## config.mk

```make
export PLATFORM = sky130hd
export DESIGN_NAME = updn_count_seq_flat
export DESIGN_NICKNAME = d
export VERILOG_FILES = /design/src/rtl/updn_count_seq_pkg.sv /design/src/rtl/updn_count_seq_if.sv /design/src/rtl/updn_count_seq_core.sv /design/src/rtl/updn_count_seq.sv /design/src/flat_wrapper.sv
export SDC_FILE = /design/constraint.sdc
export NUM_CORES = 1
export LEC_CHECK = 0
export ABC_AREA = 1
export CELL_PAD_IN_SITES_DETAIL_PLACEMENT = 1
export CELL_PAD_IN_SITES_GLOBAL_PLACEMENT = 2
export CORE_AREA = 2 2 63 65
export CTS_BUF_LIST = sky130_fd_sc_hd__clkbuf_8
export DETAILED_ROUTE_END_ITERATION = 6
export DIE_AREA = 0 0 65 67
export PLACE_DENSITY_LB_ADDON = 0.12
export SLEW_MARGIN = 30
export SYNTH_ARGS = -nofsm -noshare
export SYNTH_HDL_FRONTEND = slang
export SYNTH_SLANG_ARGS = --single-unit
```

## constraint.sdc

```tcl
create_clock -name clk -period 2.2 [get_ports clk]
set_clock_uncertainty 0.1 [all_clocks]
set_input_delay 0.44 -clock clk [delete_from_list [all_inputs] [get_ports clk]]
set_output_delay 0.44 -clock clk [all_outputs]
set_load 0.01 [all_outputs]
```

## src/rtl/updn_count_seq_pkg.sv

```systemverilog
// Shared definitions for the up/down counter sequencer: state encoding and default width.
package updn_count_seq_pkg;

  localparam int W_DEF = 4;

  typedef enum logic [1:0] {
    S_IDLE = 2'b00,
    S_RUN  = 2'b01,
    S_DONE = 2'b10
  } state_t;

endpackage

```

## src/rtl/updn_count_seq_if.sv

```systemverilog
// Command/status bundle between a controller (master) and the counter sequencer (slave).
interface updn_count_seq_if #(
  parameter int W = updn_count_seq_pkg::W_DEF
);

  // A command transfers on a rising edge where cmd_valid & cmd_ready; cmd_target/cmd_load are
  // sampled on that edge only. A command offered while cmd_ready=0 is dropped, not queued.
  logic                          cmd_valid;
  logic                          cmd_ready;
  logic [W-1:0]                  cmd_target;
  logic                          cmd_load;
  logic                          pause;
  logic                          abort;
  logic [W-1:0]                  count;
  logic                          up_dn;
  logic                          busy;
  logic                          done;
  logic                          aborted;
  updn_count_seq_pkg::state_t    st;

  modport master (
    output cmd_valid, cmd_target, cmd_load, pause, abort,
    input  cmd_ready, count, up_dn, busy, done, aborted, st
  );

  modport slave (
    input  cmd_valid, cmd_target, cmd_load, pause, abort,
    output cmd_ready, count, up_dn, busy, done, aborted, st
  );

endinterface

```

## src/rtl/updn_count_seq_core.sv

```systemverilog
// W-bit up/down counter: load has priority over a single step in the up_dn direction.
module updn_cnt_core #(
  parameter int W = updn_count_seq_pkg::W_DEF
) (
  input  logic         clk,
  input  logic         rst,
  input  logic         en,
  input  logic         up_dn,
  input  logic         load,
  input  logic [W-1:0] load_val,
  output logic [W-1:0] count
);

  always_ff @(posedge clk or negedge rst) begin
    if (!rst) begin
      count <= '0;
    end else if (load) begin
      count <= load_val;
    end else if (en) begin
      count <= up_dn ? count + 1'b1 : count - 1'b1;
    end
  end

endmodule

```

## src/rtl/updn_count_seq.sv

```systemverilog
// Sequencer: accepts target commands and walks the counter core one step per cycle toward them.
module updn_count_seq
  import updn_count_seq_pkg::*;
#(
  parameter int W = W_DEF
) (
  input  logic              clk,
  input  logic              rst,
  updn_count_seq_if.slave   bus
);

  state_t         state_q, state_d;
  logic [W-1:0]   tgt_q, tgt_d;
  logic           up_q, up_d;
  logic           aborted_q, aborted_d;
  logic           cnt_en;
  logic           cnt_ld;
  logic [W-1:0]   cnt_val;
  logic [W-1:0]   step_val;

  updn_cnt_core #(.W(W)) u_core (
    .clk      (clk),
    .rst      (rst),
    .en       (cnt_en),
    .up_dn    (up_q),
    .load     (cnt_ld),
    .load_val (bus.cmd_target),
    .count    (cnt_val)
  );

  assign step_val = up_q ? cnt_val + 1'b1 : cnt_val - 1'b1;

  always_ff @(posedge clk or negedge rst) begin
    if (!rst) begin
      state_q   <= S_IDLE;
      tgt_q     <= '0;
      up_q      <= 1'b1;
      aborted_q <= 1'b0;
    end else begin
      state_q   <= state_d;
      tgt_q     <= tgt_d;
      up_q      <= up_d;
      aborted_q <= aborted_d;
    end
  end

  always_comb begin
    state_d   = state_q;
    tgt_d     = tgt_q;
    up_d      = up_q;
    aborted_d = 1'b0;
    cnt_en    = 1'b0;
    cnt_ld    = 1'b0;
    unique case (state_q)
      S_IDLE: begin
        if (bus.cmd_valid) begin
          if (bus.cmd_load) begin
            cnt_ld  = 1'b1;
            state_d = S_DONE;
          end else if (bus.cmd_target == cnt_val) begin
            state_d = S_DONE;
          end else begin
            // Direction is fixed at accept so the walk is monotonic and never wraps.
            tgt_d   = bus.cmd_target;
            up_d    = (bus.cmd_target > cnt_val);
            state_d = S_RUN;
          end
        end
      end
      S_RUN: begin
        if (bus.abort) begin
          state_d   = S_IDLE;
          aborted_d = 1'b1;
        end else if (!bus.pause) begin
          cnt_en = 1'b1;
          if (step_val == tgt_q) state_d = S_DONE;
        end
      end
      S_DONE: state_d = S_IDLE;
      default: state_d = S_IDLE;
    endcase
  end

  assign bus.cmd_ready = (state_q == S_IDLE);
  assign bus.busy      = (state_q == S_RUN);
  assign bus.done      = (state_q == S_DONE);
  assign bus.aborted   = aborted_q;
  assign bus.count     = cnt_val;
  assign bus.up_dn     = up_q;
  assign bus.st        = state_q;

endmodule
```

## src/flat_wrapper.sv

```systemverilog
// flat-port wrapper written by rule: the top's interface ports become plain ports
module updn_count_seq_flat import updn_count_seq_pkg::*;
#(
  parameter int W = W_DEF
)
  (clk, rst, bus_cmd_valid, bus_cmd_target, bus_cmd_load, bus_pause, bus_abort, bus_cmd_ready, bus_count, bus_up_dn, bus_busy, bus_done, bus_aborted, bus_st);
  updn_count_seq_if #(.W(W)) bus_i ();
  input  logic clk;
  input  logic rst;
  input wire logic [$bits(bus_i.cmd_valid)-1:0] bus_cmd_valid;
  input wire logic [$bits(bus_i.cmd_target)-1:0] bus_cmd_target;
  input wire logic [$bits(bus_i.cmd_load)-1:0] bus_cmd_load;
  input wire logic [$bits(bus_i.pause)-1:0] bus_pause;
  input wire logic [$bits(bus_i.abort)-1:0] bus_abort;
  output wire logic [$bits(bus_i.cmd_ready)-1:0] bus_cmd_ready;
  output wire logic [$bits(bus_i.count)-1:0] bus_count;
  output wire logic [$bits(bus_i.up_dn)-1:0] bus_up_dn;
  output wire logic [$bits(bus_i.busy)-1:0] bus_busy;
  output wire logic [$bits(bus_i.done)-1:0] bus_done;
  output wire logic [$bits(bus_i.aborted)-1:0] bus_aborted;
  output wire logic [$bits(bus_i.st)-1:0] bus_st;
  assign bus_i.cmd_valid = bus_cmd_valid;
  assign bus_i.cmd_target = bus_cmd_target;
  assign bus_i.cmd_load = bus_cmd_load;
  assign bus_i.pause = bus_pause;
  assign bus_i.abort = bus_abort;
  assign bus_cmd_ready = bus_i.cmd_ready;
  assign bus_count = bus_i.count;
  assign bus_up_dn = bus_i.up_dn;
  assign bus_busy = bus_i.busy;
  assign bus_done = bus_i.done;
  assign bus_aborted = bus_i.aborted;
  assign bus_st = bus_i.st;
  updn_count_seq #(.W(W)) u_core (.clk(clk), .rst(rst), .bus(bus_i));
endmodule
```

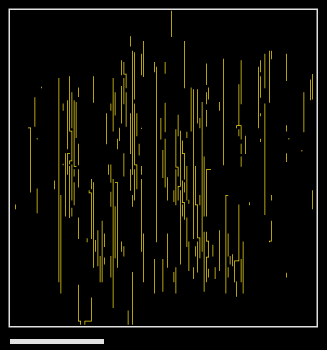
(run_1/met2.png)
Scale bar: 20 um.
wire length on this layer: 1200 um
main direction: vertical

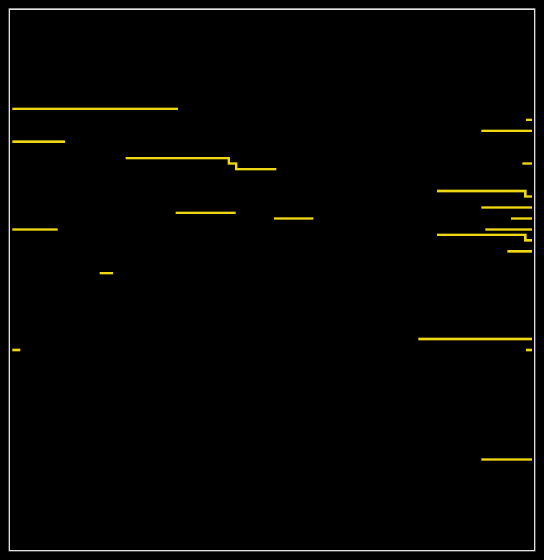
(run_1/met3.png)
nets with wire on the layer: 18
main direction: horizontal
wire length on this layer: 134 um
longest straight run: 20.2 um

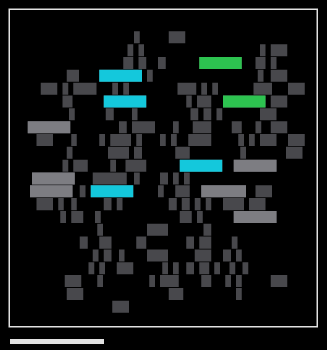
(run_1/registers.png)
Scale bar: 20 um. Other sequential cells in the stronger grey, the rest of the logic in the fainter grey.
legend:
  green:
    signal: `u_core.bus.st`
    sequential_cells: 2
  cyan:
    signal: `u_core.tgt_q`
    sequential_cells: 4

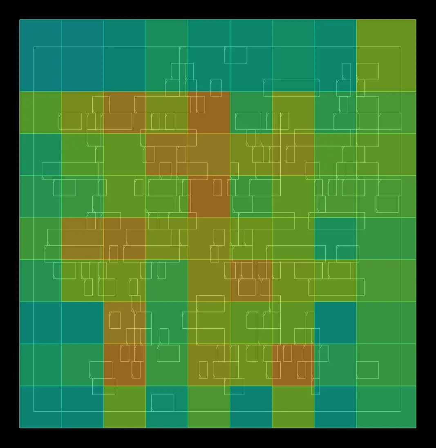
(run_1/final_congestion.png)
routing usage on met2: 0.222
WL/cell: 13.2 um

run 1: final cells by class:
| type | instances | area, um^2 |
|---|---|---|
| well taps | 48 | 60.1 |
| inverters | 21 | 78.8 |
| clock inverters | 1 | 3.75 |
| repair buffers | 21 | 208 |
| clock buffers | 3 | 41.3 |
| flip-flops and latches | 12 | 302 |
| fillers | 443 | 2420 |
| multi-input cells | 82 | 492 |
run 1: stage by stage:
| stage | setup WS (ns) | cells | hold WS (ns) | util |
|---|---|---|---|---|
| after floorplan | 0.364 | 116 | 0.0444 | - |
| after global placement | 0.0831 | 184 | 0.408 | 0.315 |
| after detailed placement | 0.0245 | 184 | 0.416 | 0.315 |
| after CTS | 0.140 | 188 | 0.429 | 0.328 |
| after global routing | 0.0167 | 188 | 0.465 | 0.329 |
| final | 0.197 | 188 | 0.429 | 0.329 |
run 1: synthesized netlist by cell type (all sizes together):
library cell / count
nand2: 32
inv: 21
nor2: 14
dfrtp: 11
nand3: 8
o21ai: 7
a21oi: 6
ha: 6
nand3b: 2
o211ai: 2
or2: 2
buf: 1
dfstp: 1
fa: 1
o221ai: 1
o22ai: 1
run 1: flip-flops by register name, summed over array words and instances, names as in the netlist:
register	cells
u_core.tgt_q	4
u_core.u_core.count	4
u_core.bus.st	2
u_core.bus.aborted	1
u_core.bus.up_dn	1
run 1: cells in the final DEF, fill, tap and decap left out, drive strengths merged:
cell / count
nand2: 32
inv: 22
clkdlybuf4s50: 20
nor2: 14
dfrtp: 11
nand3: 8
o21ai: 7
ha: 6
a21oi: 6
clkbuf: 3
o211ai: 2
nand3b: 2
or2: 2
o221ai: 1
o22ai: 1
fa: 1
buf: 1
dfstp: 1
==> results.cfg, run 1 <==
; flow metrics
[status]
status = completed

[worst_setup_path]
required_ns = 2.21
slowest_delay_ns = 0.61
critPathArrivalTime_ns = 2.02
endpoint_kind = flip-flop
crit_type = flip-flop to flip-flop
r2r_cells = 9
cpMaxStageDelayCell = dfstp_2
critPathBufInv = 1
cp_max_fo = 5
worstReg2RegEnd = u_core.bus.st[0]

[clock_tree]
clock_sinks = 12
cts_buffer_depth = 2
cts_hold_buf = 0

[global_routing]
grt_pass1_vias = 889
grt_util_met3 = 0.0405
antenna_found_initial = 0
grt_first_pass_wirelength_mm = 4.27

[yosys]
fa_ha_area_frac = 0.108
synth.area.mux_share = 0
synth_cell_type_count = 24
ys_cells = 116
ys_seq_frac = 0.344
synthTopCellsByArea = dfrtp_1, nand2_1, ha_1, inv_1, nor2_1
ys.flops = 12
netlist_area_um2 = 877

[final_layout]
area_delta_synth_final_pct = 35.1
drive_gt1_frac = 0.179
nNetsFinal = 158

[routing]
viasPerCell = 4.35
drc = 0
met3_length_um = 133
ant_nets = 0
met1Wirelength_mm = 1.13

[power_and_ir_drop]
pwr.group.clock_uw = 203
powerDensity_nw_per_um2 = 1470
power.internal_uw = 943
peakVddDrop_mv = 0.434
power_uw = 1740
power_frac_comb = 0.635
swShare = 0.459
maxPowerGroup = combinational cells
p_leak_uw = 0.000569
pwr.group.sequential_uw = 432
clkPwrFrac = 0.117

[timing]
timing.slew.headroom = 0.613
finalSetupTns_ns = 0

[hold_path]
whs_endpoint = u_core.tgt_q[1]
hold_depth = 2

[floorplanning]
pin_count = 21
die_h_um = 67
dieWidth_um = 65

[run]
warnings = 26
--- run 2 (diff from run 1) ---
CORE_AREA = 2 2 53 55   (was 2 2 63 65)
DIE_AREA = 0 0 55 57   (was 0 0 65 67)
DONT_BUFFER_PORTS = 1   (was not set)
==> run 2 against run 1 <==
  * Sequential share of layout area increased by 4.8 points
  * Die area decreased by 28%
  * Clock power increased by 22%
  * Final area decreased by 16%
  * Final cell count decreased by 18%
  * Global-route usage increased by 4.5 points
  * Count of clock-buffer cells in the layout increased by 1
  * Critical path depth unchanged
  * Combinational power decreased by about 20%
  * Worst setup slack got worse by 0.018 ns
  * Power decreased by 7.1%
  * Maximum frequency decreased by 0.91%
  * Critical path type unchanged
  * Largest cell class unchanged
  * Largest power group unchanged
==> results.cfg, run 2 <==
; flow metrics
[status]
status = completed

[clock_tree]
cts-htree-levels = 1
clk_latency_ns = 0.24
cts_buffer_depth = 2
clk_root_buffer_cell = clkbuf_8
cts_setup_buffers = 0
clock_sinks = 12
cts_hold_buf = 1

[timing]
clock.fmax_mhz = 495
min_period_ns = 2.02
timing.slew.headroom = 0.600
worstMarginPinSlew_ns = 0.598
final-max-slew-violation-count = 0
finalSetupTns_ns = 0
fin_crit_sh = 0.919
rsz0062_at_grt = false

[yosys]
ys_cells = 116
netlist_area_um2 = 877
synth_top_flop_cell = dfrtp_1
ys_seq_frac = 0.344
synth_top_cell_by_count = nand2_1
synth_cell_type_count = 24
enable_flop_cells = 0
netlist_instances = 116
ys.flops = 12
async_flop_share = 1.00
ys_top_cells_by_count = nand2_1, inv_1, dfrtp_1, nor2_1, nand3_1
yosys_warnings = 0
synthTopCellsByArea = dfrtp_1, nand2_1, ha_1, inv_1, nor2_1

[routing]
vias = 785
viasPerCell = 5.10
drc = 0
wire_per_inst_um = 15.2
ant_nets = 0
routed_wl_mm = 2.34

[floorplanning]
pin_count = 21
die_h_um = 57
dieWidth_um = 55
row_count = 19

[worst_setup_path]
critPathArrivalTime_ns = 2.04
endpoint_kind = flip-flop
crit_chain = inv_2 -> ha_1 -> or2_4 -> nand2_2 -> nand2_2 -> nand3b_1 -> nand3_2 -> nand2_1 -> nand2_1
required_ns = 2.22
cp_max_fo = 5
cpMaxStageDelayCell = dfstp_2
r2r_setup_slack_ns = 0.18
critPathBufInv = 1
slowest_delay_ns = 0.62
crit_type = flip-flop to flip-flop
r2r_cells = 9

[final_layout]
fillers = 342
antenna_cells = 0
drive_gt1_frac = 0.220
lay_top_cells = nand2_1, inv_1, nor2_1, dfrtp_1, nand3_1
layout_top_cell = nand2_1
post-route-util = 0.381
nNetsFinal = 141
area_delta_synth_final_pct = 13.6

[power_and_ir_drop]
powerDensity_nw_per_um2 = 1630
clkPwrFrac = 0.152
swShare = 0.480
power_frac_comb = 0.580
peakVddDrop_mv = 0.698
seqPwrFrac = 0.267
power.internal_uw = 842
p_leak_uw = 0.000509

[global_routing]
met1_usage = 0.208
met2_usage = 0.313
grtUsageTotal = 0.178
grt-busiest-layer = met2
grt_util_met3 = 0.0445
grt_pass1_vias = 906
antenna_found_initial = 0
grt_first_pass_wirelength_mm = 3.95

[placement]
gp_congestion = 0.691
port-buffer-count = 0

[run]
maxCapViolCount = 0
warnings = 26

[hold_path]
hold_depth = 2
hold_class = primary input to flip-flop
-- run 2: final cells by class --
cell class | count | area [um^2] | area share
clock buffers | 4 | 55.1 | 0.0553
well taps | 31 | 38.8 | 0.0389
multi-input cells | 82 | 489 | 0.491
repair buffers | 4 | 32.5 | 0.0327
inverters | 21 | 78.8 | 0.0791
flip-flops and latches | 12 | 302 | 0.303
-- run 2: cell families (layout without fill, tap and decap cells) --
kind of cell	Yosys count	count (layout)	share of synthesized area
and+or+nand+nor	58	58	0.328
DFF	12	12	0.344
buffers and inverters	22	29	0.0984
AOI/OAI and AO/OA	17	17	0.121
adders and majority gates	7	7	0.108
-- run 2: path summary, 6_finish.rpt --
kind,start,end
setup / recovery,u_core.bus.up_dn,u_core.bus.st[0]
hold / removal,bus_abort,u_core.bus.aborted
setup reg to reg,u_core.bus.up_dn,u_core.bus.st[0]
hold reg to reg,u_core.tgt_q[0],u_core.tgt_q[0]
max in group asynchronous,rst,u_core.u_core.count[2]
min in group asynchronous,rst,u_core.bus.aborted
-- run 2: power by group through the flow --
stage          Clock (uW)  Sequential, uW  Combinational [uW]
2_1_floorplan           0             444                 691
3_3_place_gp            0             434                 904
3_5_place_dp            0             437                 934
4_1_cts               257             433                 951
5_1_grt               273             448                1080
6_report              247             433                 939
-- run 2: layer usage --
metal  vias up  part of all wire
met5         -                 0
met4         0            0.0060
met3         2             0.052
met2        20              0.54
met1       382              0.40
li1        381                 -
-- run 2: through the flow --
stage	instance area [um^2]	hold WS [ns]	power [uW]	worst slack, ns	instances
4_1_cts	996	0.254	1640	0.167	154
2_1_floorplan	877	0.0444	1140	0.364	116
6_report	996	0.254	1620	0.178	154
3_3_place_gp	931	0.0447	1340	0.220	149
3_5_place_dp	931	0.0447	1370	0.197	149
5_1_grt	996	0.263	1800	0.0905	154
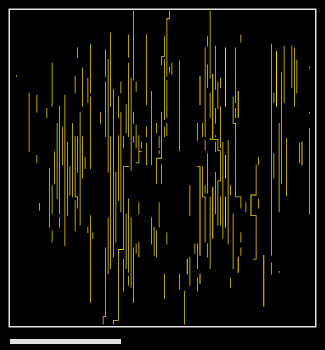
(run_2/met2.png)
Scale bar: 20 um.
longest straight run: 38.1 um
share of all routed wire: 54%
wire length on this layer: 1260 um
main direction: vertical

--- run 3 (diff from run 2) ---
CAP_MARGIN = 20   (was not set)
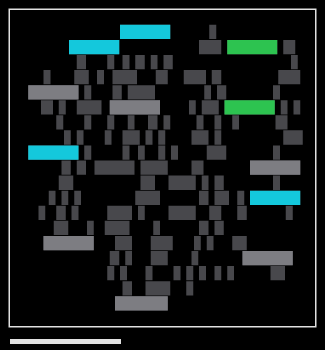
(run_3/registers.png)
Scale bar: 20 um. Other sequential cells in the stronger grey, the rest of the logic in the fainter grey.
legend:
  green:
    signal: `u_core.bus.st`
    sequential_cells: 2
  cyan:
    signal: `u_core.tgt_q`
    sequential_cells: 4
not coloured: 6

==> run 3 against run 2 <==
  * Wire length unchanged
  * Via count unchanged
  * Critical path depth unchanged
  * Sequential cell count did not move
  * Critical path type unchanged
  * Synthesized area did not move
  * Final area is the same
  * Global-route usage stayed put
  * Final cell count is the same
  * Worst setup slack unchanged
==> results.cfg, run 3 <==
; flow metrics
[clock_tree]
cts_buffer_depth = 2
clock_sinks = 12
cts_hold_buf = 1
clk_latency_ns = 0.24
clk_root_buffer_cell = clkbuf_8
cts_setup_buffers = 0
ctsResizeCount = 0
cts-htree-levels = 1

[placement]
pre_cts_slack_ns = 0.197
port-buffer-count = 0
gp_congestion = 0.691
place_inst = 149

[routing]
routed_wl_mm = 2.34
firstDrtPassIters = 4
wire_per_inst_um = 15.2
drc = 0
viasPerCell = 5.10
ant_nets = 0
vias = 785

[final_layout]
area_delta_synth_final_pct = 13.6
logic_area_um2 = 489
antenna_cells = 0
register_area_um2 = 302
drive_gt1_frac = 0.220
stdcell_count = 154
post-route-util = 0.381
fillers = 342
lay_top_cells = nand2_1, inv_1, nor2_1, dfrtp_1, nand3_1
design_area_um2 = 996
nNetsFinal = 141
layout_top_cell = nand2_1

[timing]
clock.fmax_mhz = 495
finalWorstSetupSlack_ns = 0.178
whs_ns = 0.254
worstMarginPinSlew_ns = 0.598
rsz0062_at_grt = false
final-max-slew-violation-count = 0
finalHoldViolCount = 0
min_period_ns = 2.02
fin_crit_sh = 0.919
timing.slew.headroom = 0.600
finalSetupTns_ns = 0

[global_routing]
grt_pass1_vias = 906
grt_first_pass_wirelength_mm = 3.95
grt_overflow_total = 0
grtUsageTotal = 0.178
antenna_found_initial = 0

[power_and_ir_drop]
clkPwrFrac = 0.152
peakVddDrop_mv = 0.698
power_frac_comb = 0.580
seqPwrFrac = 0.267
powerDensity_nw_per_um2 = 1630
p_leak_uw = 0.000509
power_uw = 1620
power.internal_uw = 842
swShare = 0.480

[yosys]
netlist_area_um2 = 877
yosysTopAreaCellShare = 0.314
synth_chip_area_um2 = 877
ys_top_cells_by_count = nand2_1, inv_1, dfrtp_1, nor2_1, nand3_1
synth_top_cell_by_count = nand2_1
ys.flops = 12
async_flop_share = 1.00
ys_cells = 116
synthTopCellsByArea = dfrtp_1, nand2_1, ha_1, inv_1, nor2_1
synth_cell_type_count = 24
netlist_instances = 116
synth_top_flop_cell = dfrtp_1
enable_flop_cells = 0
ys_seq_frac = 0.344

[worst_setup_path]
endpoint_kind = flip-flop
cp_max_fo = 5
required_ns = 2.22
crit_type = flip-flop to flip-flop
critPathArrivalTime_ns = 2.04

[floorplanning]
dieWidth_um = 55
pin_count = 21
die_h_um = 57
row_count = 19

[run]
maxCapViolCount = 0
warnings = 26

[status]
status = completed

[hold_path]
hold_class = primary input to flip-flop
==> run 3: layer usage <==
metal / up-vias / global-route usage / share of wire
li1: 381 / - / -
met1: 382 / 0.208 / 0.40
met2: 20 / 0.313 / 0.54
met3: 2 / 0.0445 / 0.052
met4: 0 / 0.0523 / 0.0060
met5: - / 0 / 0
==> run 3: final cells by class <==
| cell class | count | area share |
|---|---|---|
| multi-input cells | 82 | 0.491 |
| flip-flops and latches | 12 | 0.303 |
| inverters | 21 | 0.0791 |
| clock buffers | 4 | 0.0553 |
| well taps | 31 | 0.0389 |
| repair buffers | 4 | 0.0327 |
==> run 3: logic make-up after synthesis <==
kind of cell / share of synthesized area
AOI/OAI and AO/OA: 0.121
adders and majority gates: 0.108
buffers and inverters: 0.0984
DFF: 0.344
and+or+nand+nor: 0.328
==> run 3: worst paths after layout <==
path                                  startpoint                endpoint  cells after the start  slack [ns]
worst max-delay path            u_core.bus.up_dn        u_core.bus.st[0]                      9        0.18
worst min-delay path                   bus_abort      u_core.bus.aborted                      2        0.25
worst max register to register  u_core.bus.up_dn        u_core.bus.st[0]                      9        0.18
worst min register to register   u_core.tgt_q[0]         u_core.tgt_q[0]                      2        0.43
max in group asynchronous                    rst  u_core.u_core.count[2]                      1        1.07
min in group asynchronous                    rst      u_core.bus.aborted                      1        0.54
==> run 3: power by group through the flow <==
stage               Sequential [uW]  Clock (uW)  Combinational (uW)
floorplan                       444           0                 691
global placement                434           0                 904
detailed placement              437           0                 934
CTS                             433         257                 951
global route                    448         273                1080
finish                          433         247                 939
==> run 3: critical path, cell delays in order (launching register included) <==
cell	delay, ns
dfstp_2	0.62
inv_2	0.09
ha_1	0.37
or2_4	0.29
nand2_2	0.09
nand2_2	0.05
nand3b_1	0.10
nand3_2	0.09
nand2_1	0.07
nand2_1	0.04
Power is estimated from default activity; no workload was simulated.
